==> src/rtl/pw_verify_pkg.sv <==
// Shared types and width helpers for the password verification engine and
// its companion blocks (password change, keypad path).
package pw_verify_pkg;

  typedef enum logic [1:0] {IDLE, OPEN, ALARM, LOCKOUT} state_t;

  localparam int BCD_DIGIT_W = 4;

  // Width needed to hold values 0..n-1, never narrower than one bit.
  function automatic int idx_w(input int n);
    return (n < 2) ? 1 : $clog2(n);
  endfunction

endpackage

==> src/rtl/pw_verify_if.sv <==
// Keypad/password/actuator signal bundle for pw_verify. The master side is
// the keypad/control path, the slave side is the verification engine.
interface pw_verify_if #(
  parameter int DIGITS    = 4,
  parameter int N_PW      = 2,
  parameter int MAX_TRIES = 5
);
  localparam int W  = pw_verify_pkg::BCD_DIGIT_W * DIGITS;
  localparam int IW = pw_verify_pkg::idx_w(N_PW + 1);
  localparam int CW = pw_verify_pkg::idx_w(MAX_TRIES + 1);

  logic                STAR;
  logic [W-1:0]        DISPLAY;
  logic [N_PW*W-1:0]   PW;
  logic [W-1:0]        PW_TEMP;
  logic                PW_TEMP_VALID;
  logic                CLOSE_SENSOR;
  logic                ALERT_OFF;
  logic                CORRECT;
  logic                ALERT;
  logic                LOCKED_OUT;
  logic                PW_TEMP_RESET;
  logic [IW-1:0]       MATCH_IDX;
  logic [CW-1:0]       WRONG_CNT;

  modport master (
    output STAR, DISPLAY, PW, PW_TEMP, PW_TEMP_VALID, CLOSE_SENSOR, ALERT_OFF,
    input  CORRECT, ALERT, LOCKED_OUT, PW_TEMP_RESET, MATCH_IDX, WRONG_CNT
  );

  modport slave (
    input  STAR, DISPLAY, PW, PW_TEMP, PW_TEMP_VALID, CLOSE_SENSOR, ALERT_OFF,
    output CORRECT, ALERT, LOCKED_OUT, PW_TEMP_RESET, MATCH_IDX, WRONG_CNT
  );
endinterface

==> src/rtl/pw_match.sv <==
// Combinational password comparator: one equality per permanent slot plus
// the armed temporary password. Lowest-index permanent hit wins.
module pw_match
  import pw_verify_pkg::*;
#(
  parameter  int DIGITS = 4,
  parameter  int N_PW   = 2,
  localparam int W      = BCD_DIGIT_W * DIGITS,
  localparam int IW     = idx_w(N_PW + 1)
) (
  input  logic [W-1:0]      display,
  input  logic [N_PW*W-1:0] pw,
  input  logic [W-1:0]      pw_temp,
  input  logic              pw_temp_valid,
  output logic              perm_hit,
  output logic              temp_hit,
  output logic [IW-1:0]     hit_idx
);

  logic [N_PW-1:0] slot_eq;

  for (genvar k = 0; k < N_PW; k++) begin : g_slot
    assign slot_eq[k] = (pw[k*W +: W] == display);
  end

  // Scan downward so the lowest matching slot is the last one written.
  always_comb begin
    hit_idx = '0;
    for (int k = N_PW - 1; k >= 0; k--)
      if (slot_eq[k]) hit_idx = IW'(k);
  end

  assign perm_hit = |slot_eq;
  assign temp_hit = pw_temp_valid && (pw_temp == display);

endmodule

==> src/rtl/pw_verify.sv <==
// Door-lock password verification FSM: match, consecutive-failure count,
// alarm and timed lockout after acknowledge.
module pw_verify
  import pw_verify_pkg::*;
#(
  parameter int DIGITS         = 4,
  parameter int N_PW           = 2,
  parameter int MAX_TRIES      = 5,
  parameter int LOCKOUT_CYCLES = 1000
) (
  input logic        CLK,
  input logic        RST_N,
  pw_verify_if.slave bus
);

  localparam int IW = idx_w(N_PW + 1);
  localparam int CW = idx_w(MAX_TRIES + 1);
  localparam int LW = idx_w(LOCKOUT_CYCLES + 1);

  logic          perm_hit, temp_hit;
  logic [IW-1:0] hit_idx;

  state_t        state, state_nx;
  logic [CW-1:0] wrong_cnt, wrong_nx;
  logic [IW-1:0] match_idx, match_nx;
  logic [LW-1:0] lock_cnt, lock_nx;
  logic          temp_rst, temp_rst_nx;

  pw_match #(.DIGITS(DIGITS), .N_PW(N_PW)) u_match (
    .display       (bus.DISPLAY),
    .pw            (bus.PW),
    .pw_temp       (bus.PW_TEMP),
    .pw_temp_valid (bus.PW_TEMP_VALID),
    .perm_hit      (perm_hit),
    .temp_hit      (temp_hit),
    .hit_idx       (hit_idx)
  );

  always_ff @(posedge CLK) begin
    if (!RST_N) begin
      state     <= IDLE;
      wrong_cnt <= '0;
      match_idx <= '0;
      lock_cnt  <= '0;
      temp_rst  <= 1'b0;
    end else begin
      state     <= state_nx;
      wrong_cnt <= wrong_nx;
      match_idx <= match_nx;
      lock_cnt  <= lock_nx;
      temp_rst  <= temp_rst_nx;
    end
  end

  always_comb begin
    state_nx    = state;
    wrong_nx    = wrong_cnt;
    match_nx    = match_idx;
    lock_nx     = lock_cnt;
    temp_rst_nx = 1'b0;
    unique case (state)
      IDLE: begin
        // CLOSE_SENSOR is irrelevant here, so STAR alone decides.
        if (bus.STAR) begin
          if (perm_hit) begin
            state_nx = OPEN;
            wrong_nx = '0;
            match_nx = hit_idx;
          end else if (temp_hit) begin
            state_nx    = OPEN;
            wrong_nx    = '0;
            match_nx    = IW'(N_PW);
            temp_rst_nx = 1'b1;
          end else if (wrong_cnt == CW'(MAX_TRIES - 1)) begin
            state_nx = ALARM;
            wrong_nx = '0;
          end else begin
            wrong_nx = wrong_cnt + CW'(1);
          end
        end
      end
      OPEN: if (bus.CLOSE_SENSOR) state_nx = IDLE;
      ALARM: begin
        if (bus.ALERT_OFF) begin
          if (LOCKOUT_CYCLES == 0) begin
            state_nx = IDLE;
          end else begin
            state_nx = LOCKOUT;
            lock_nx  = LW'(LOCKOUT_CYCLES);
          end
        end
      end
      LOCKOUT: begin
        // Leaving on a count of 1 gives exactly LOCKOUT_CYCLES cycles here.
        if (lock_cnt <= LW'(1)) begin
          state_nx = IDLE;
          lock_nx  = '0;
        end else begin
          lock_nx = lock_cnt - LW'(1);
        end
      end
      default: state_nx = IDLE;
    endcase
  end

  always_comb begin
    bus.CORRECT       = (state == OPEN);
    bus.ALERT         = (state == ALARM);
    bus.LOCKED_OUT    = (state == LOCKOUT);
    bus.PW_TEMP_RESET = temp_rst;
    bus.MATCH_IDX     = match_idx;
    bus.WRONG_CNT     = wrong_cnt;
  end

endmodule

==> src/flat_wrapper.sv <==
// flat-port wrapper written by rule: the top's interface ports become plain ports
module pw_verify_flat import pw_verify_pkg::*;
#(
  parameter int DIGITS         = 4,
  parameter int N_PW           = 2,
  parameter int MAX_TRIES      = 5,
  parameter int LOCKOUT_CYCLES = 1000
)
  (CLK, RST_N, bus_STAR, bus_DISPLAY, bus_PW, bus_PW_TEMP, bus_PW_TEMP_VALID, bus_CLOSE_SENSOR, bus_ALERT_OFF, bus_CORRECT, bus_ALERT, bus_LOCKED_OUT, bus_PW_TEMP_RESET, bus_MATCH_IDX, bus_WRONG_CNT);
  pw_verify_if #(.DIGITS(DIGITS), .N_PW(N_PW), .MAX_TRIES(MAX_TRIES)) bus_i ();
  input logic CLK;
  input logic RST_N;
  input wire logic [$bits(bus_i.STAR)-1:0] bus_STAR;
  input wire logic [$bits(bus_i.DISPLAY)-1:0] bus_DISPLAY;
  input wire logic [$bits(bus_i.PW)-1:0] bus_PW;
  input wire logic [$bits(bus_i.PW_TEMP)-1:0] bus_PW_TEMP;
  input wire logic [$bits(bus_i.PW_TEMP_VALID)-1:0] bus_PW_TEMP_VALID;
  input wire logic [$bits(bus_i.CLOSE_SENSOR)-1:0] bus_CLOSE_SENSOR;
  input wire logic [$bits(bus_i.ALERT_OFF)-1:0] bus_ALERT_OFF;
  output wire logic [$bits(bus_i.CORRECT)-1:0] bus_CORRECT;
  output wire logic [$bits(bus_i.ALERT)-1:0] bus_ALERT;
  output wire logic [$bits(bus_i.LOCKED_OUT)-1:0] bus_LOCKED_OUT;
  output wire logic [$bits(bus_i.PW_TEMP_RESET)-1:0] bus_PW_TEMP_RESET;
  output wire logic [$bits(bus_i.MATCH_IDX)-1:0] bus_MATCH_IDX;
  output wire logic [$bits(bus_i.WRONG_CNT)-1:0] bus_WRONG_CNT;
  assign bus_i.STAR = bus_STAR;
  assign bus_i.DISPLAY = bus_DISPLAY;
  assign bus_i.PW = bus_PW;
  assign bus_i.PW_TEMP = bus_PW_TEMP;
  assign bus_i.PW_TEMP_VALID = bus_PW_TEMP_VALID;
  assign bus_i.CLOSE_SENSOR = bus_CLOSE_SENSOR;
  assign bus_i.ALERT_OFF = bus_ALERT_OFF;
  assign bus_CORRECT = bus_i.CORRECT;
  assign bus_ALERT = bus_i.ALERT;
  assign bus_LOCKED_OUT = bus_i.LOCKED_OUT;
  assign bus_PW_TEMP_RESET = bus_i.PW_TEMP_RESET;
  assign bus_MATCH_IDX = bus_i.MATCH_IDX;
  assign bus_WRONG_CNT = bus_i.WRONG_CNT;
  pw_verify #(.DIGITS(DIGITS), .N_PW(N_PW), .MAX_TRIES(MAX_TRIES), .LOCKOUT_CYCLES(LOCKOUT_CYCLES)) u_core (.CLK(CLK), .RST_N(RST_N), .bus(bus_i));
endmodule
==> config.mk <==
export PLATFORM = sky130hd
export DESIGN_NAME = pw_verify_flat
export DESIGN_NICKNAME = d
export VERILOG_FILES = /design/src/rtl/pw_verify_pkg.sv /design/src/rtl/pw_verify_if.sv /design/src/rtl/pw_match.sv /design/src/rtl/pw_verify.sv /design/src/flat_wrapper.sv
export SDC_FILE = /design/constraint.sdc
export NUM_CORES = 1
export LEC_CHECK = 0
export CAP_MARGIN = 20
export CELL_PAD_IN_SITES_DETAIL_PLACEMENT = 1
export CELL_PAD_IN_SITES_GLOBAL_PLACEMENT = 1
export CORE_MARGIN = 2
export CORE_UTILIZATION = 27
export DETAILED_ROUTE_END_ITERATION = 12
export PLACE_DENSITY_LB_ADDON = 0.1
export RECOVER_POWER = 25
export SETUP_SLACK_MARGIN = 0.02
export SYNTH_ARGS = -nofsm -noshare
export SYNTH_HDL_FRONTEND = slang
export SYNTH_SLANG_ARGS = --single-unit
export TNS_END_PERCENT = 5
==> constraint.sdc <==
create_clock -name CLK -period 1.89 [get_ports CLK]
set_input_delay 0.378 -clock CLK [delete_from_list [all_inputs] [get_ports CLK]]
set_output_delay 0.378 -clock CLK [all_outputs]
set_load 0.005 [all_outputs]
==> flow_metrics.tcl <==
# collected from the flow reports
set metrics [dict create \
    outcome "finished clean" \
    synthTopCellsByCount "sky130_fd_sc_hd__xor2_1 (27), sky130_fd_sc_hd__xnor2_1 (21), sky130_fd_sc_hd__dfxtp_1 (18), sky130_fd_sc_hd__o21ai_0 (16)" \
    clock_tree_from_tritoncts "yes" \
    max-slew-margin-rel_pct 80.9 \
    drc 0 \
    timing.critical_path.from "bus_PW[4]" \
    timing.final.setup_violations 0 \
    finalWeightedCongestion 0.813 \
    drt-total-wl_um 5580 \
    most_used_dff_post_synth "sky130_fd_sc_hd__dfxtp_1" \
    cp-start-kind "input port" \
    wl_met3_um 290 \
    number_of_buffers_created_by_cts 3 \
    htree_num_levels 1 \
    crit_top_cell "sky130_fd_sc_hd__buf_4" \
    syn-num-nets 264 \
    grt_pass1_wl_um 9030 \
    ys_seq_share_pct 23.9 \
    root_buffer "sky130_fd_sc_hd__clkbuf_8" \
    grt-ovfl-total 0 \
    post-route-cell-area_um2 2750 \
    ys_chip_area_um2 1510 \
    post_synth_inst_count 190 \
    dp_worst_setup_slack_ps -492 \
    route.vias.total 1762 \
    irDropWorstVdd_uv 271 \
    worstSetupEndpointType "flip-flop" \
    synth_flop_count 18 \
    r2r_end "u_core.lock_cnt[9]" \
    die_height_um 78.8 \
    cp_max_fo 3 \
    share_of_layout_cells_above_drive_strength_1_pct 18.3 \
    swShare_pct 26.9 \
    core_box_area_um2 5440 \
    area_growth_pct 82.3 \
    grt_antenna_before_repair 0 \
    finalNetCount 375 \
    reg2reg_depth 5 \
    avgViaCountPerCell 4.74 \
    final-seq-area_um2 362 \
    finalWorstSetupSlack_ps 42.8 \
    enable_flop_cells 0 \
    termination_of_the_worst_setup_path "u_core.state[0]" \
    top_cell "sky130_fd_sc_hd__xor2_1" \
    dr.max_layer_used "met4" \
    sequentialPowerShare_pct 36.2 \
    wl_met1_um 2240 \
    worst_reg2reg_startpoint "u_core.lock_cnt[2]" \
    timing.hold.worst.class "flip-flop to flip-flop" \
    rsz0062_at_grt "true" \
    dpl_cell_area_um2 2560 \
    worst_ep_required_time_ps 2040 \
    slew_viol_final 0 \
    num-fill-cells 678 \
    comb_area_um2 1160 \
    first_global_vias 1935 \
    syn_area_um2 1510 \
    max_clock_freq_ghz 0.541 \
    die_width_um 78.8 \
    finalHoldViolations 0 \
    drv_cap 0 \
    worst_skew_pair.late_latency_ps 250 \
    clk_path_buf_depth 2 \
    clkTransAtPathRegs_ps 80 \
    largest_net_degree_at_the_start_of_global_routing 12 \
    synth-cells-yosys 190 \
    combPwrFrac_pct 32.6 \
    met2_wirelength_um 3020 \
    path_buffers 3 \
]
==> area by class of cell <==
| type | instances | area share [%] |
|---|---|---|
| clock buffer | 4 | 2.00 |
| sequential | 18 | 13.1 |
| multi-input combinational | 158 | 42.0 |
| tap | 72 | 3.27 |
| timing repair buffer | 109 | 38.0 |
| inverter | 11 | 1.50 |
==> cell families after synthesis <==
family,synth area share (%)
AND-OR/OR-AND,17.2
XOR/XNOR,27.8
adder cells (fa/ha/maj),3.31
buffers and inverters,4.81
flip-flops,23.9
AND/OR/NAND/NOR,23.0
==> per-stage QoR <==
stage          util, %  total power (W)  cells  hold WS, ps  setup TNS [ps]
5_1_grt           50.6          0.00113    372          522           -23.9
3_5_place_dp      47.1         0.000745    365          478           -3390
2_1_floorplan        -         0.000510    190          450               0
6_report          50.6          0.00107    372          492               0
4_1_cts           48.7          0.00107    372          494           -18.0
3_3_place_gp      47.1         0.000740    365          480           -3170
==> state kept, by name, indices dropped and copies added, names as in the netlist <==
name and cells:
u_core.lock_cnt 10, u_core.bus.MATCH_IDX 2, u_core.bus.PW_TEMP_RESET 1, u_core.state 2, u_core.bus.WRONG_CNT 3
==> repair_timing <==
action                     4_1_cts  5_1_grt
pin swaps                       10       25
buffers inserted                 3        0
hold buffers                     0        0
gates resized                   22       35
setup endpoints to repair        8       11
==> power groups by stage <==
stage	logic, W	clock network [W]	registers, W
6_report	0.000349	0.000334	0.000388
5_1_grt	0.000378	0.000358	0.000389
4_1_cts	0.000348	0.000338	0.000388
3_5_place_dp	0.000347	0	0.000397
3_3_place_gp	0.000343	0	0.000397
2_1_floorplan	0.000113	0	0.000396
==> metal layers <==
layer | up-vias | track usage [%]
met5 | - | 0
met4 | 0 | 2.11
met3 | 2 | 4.20
met2 | 40 | 36.0
met1 | 833 | 20.4
li1 | 887 | -
**Metal 2**

Cells faint in the background.
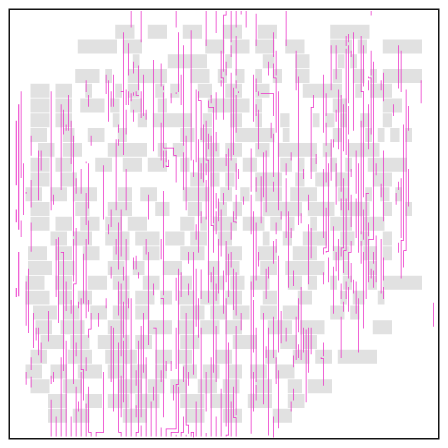
- main direction: vertical
- share of all routed wire: 54%
- nets with wire on the layer: 334
- longest straight run: 36.2 µm
- wire length on this layer: 3020 µm

**Routing congestion map**

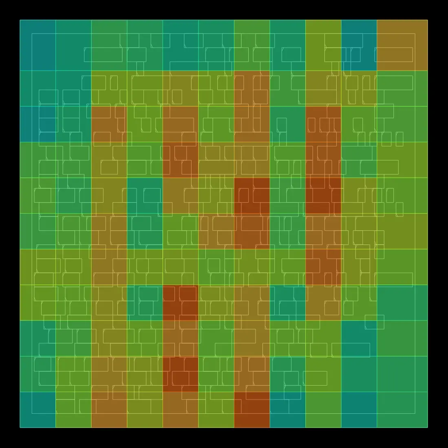
met3 GRT Util: 4.20%
met2 Use GR: 36.0%
layer with the highest usage after global routing: met2

**Signal wires on met1**

Supply wires on this layer in gray. Cells faint in the background.
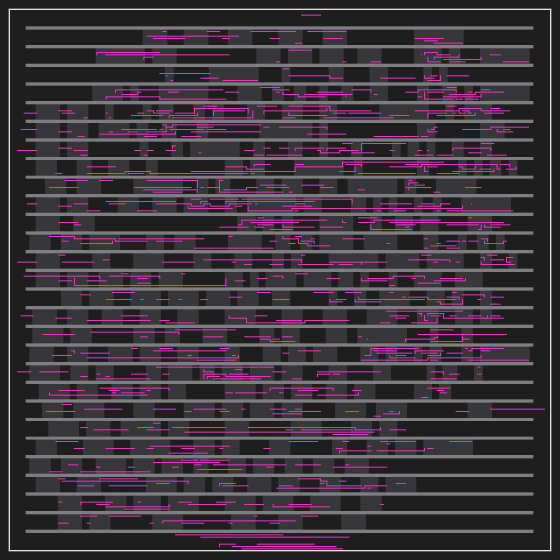
- wire length on this layer: 2240 µm
- share of all routed wire: 40%
- longest straight run: 27.6 µm

**Port wiring**

Scale bar: 20 µm.
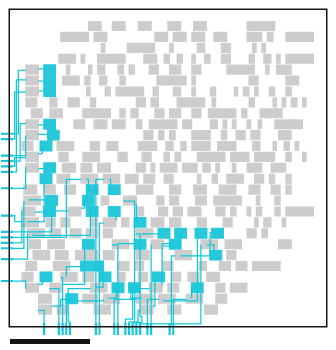
- bus_PW: cyan (direction input; edge 18 bottom, 14 left; end cells 32; buffers 32; wire 724 µm)
count of buffers inserted at the top-level ports: 78
count of boundary I/O pins: 79

**Where the registers sit**

Other sequential cells in the stronger gray, the rest of the logic in the fainter gray.
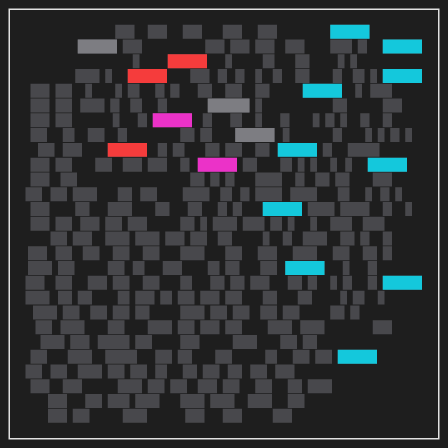
- u_core.lock_cnt: cyan (flops 10)
- u_core.bus.MATCH_IDX: magenta (flops 2)
- u_core.bus.WRONG_CNT: red (flops 3)

Power and IR drop assume default switching activity.
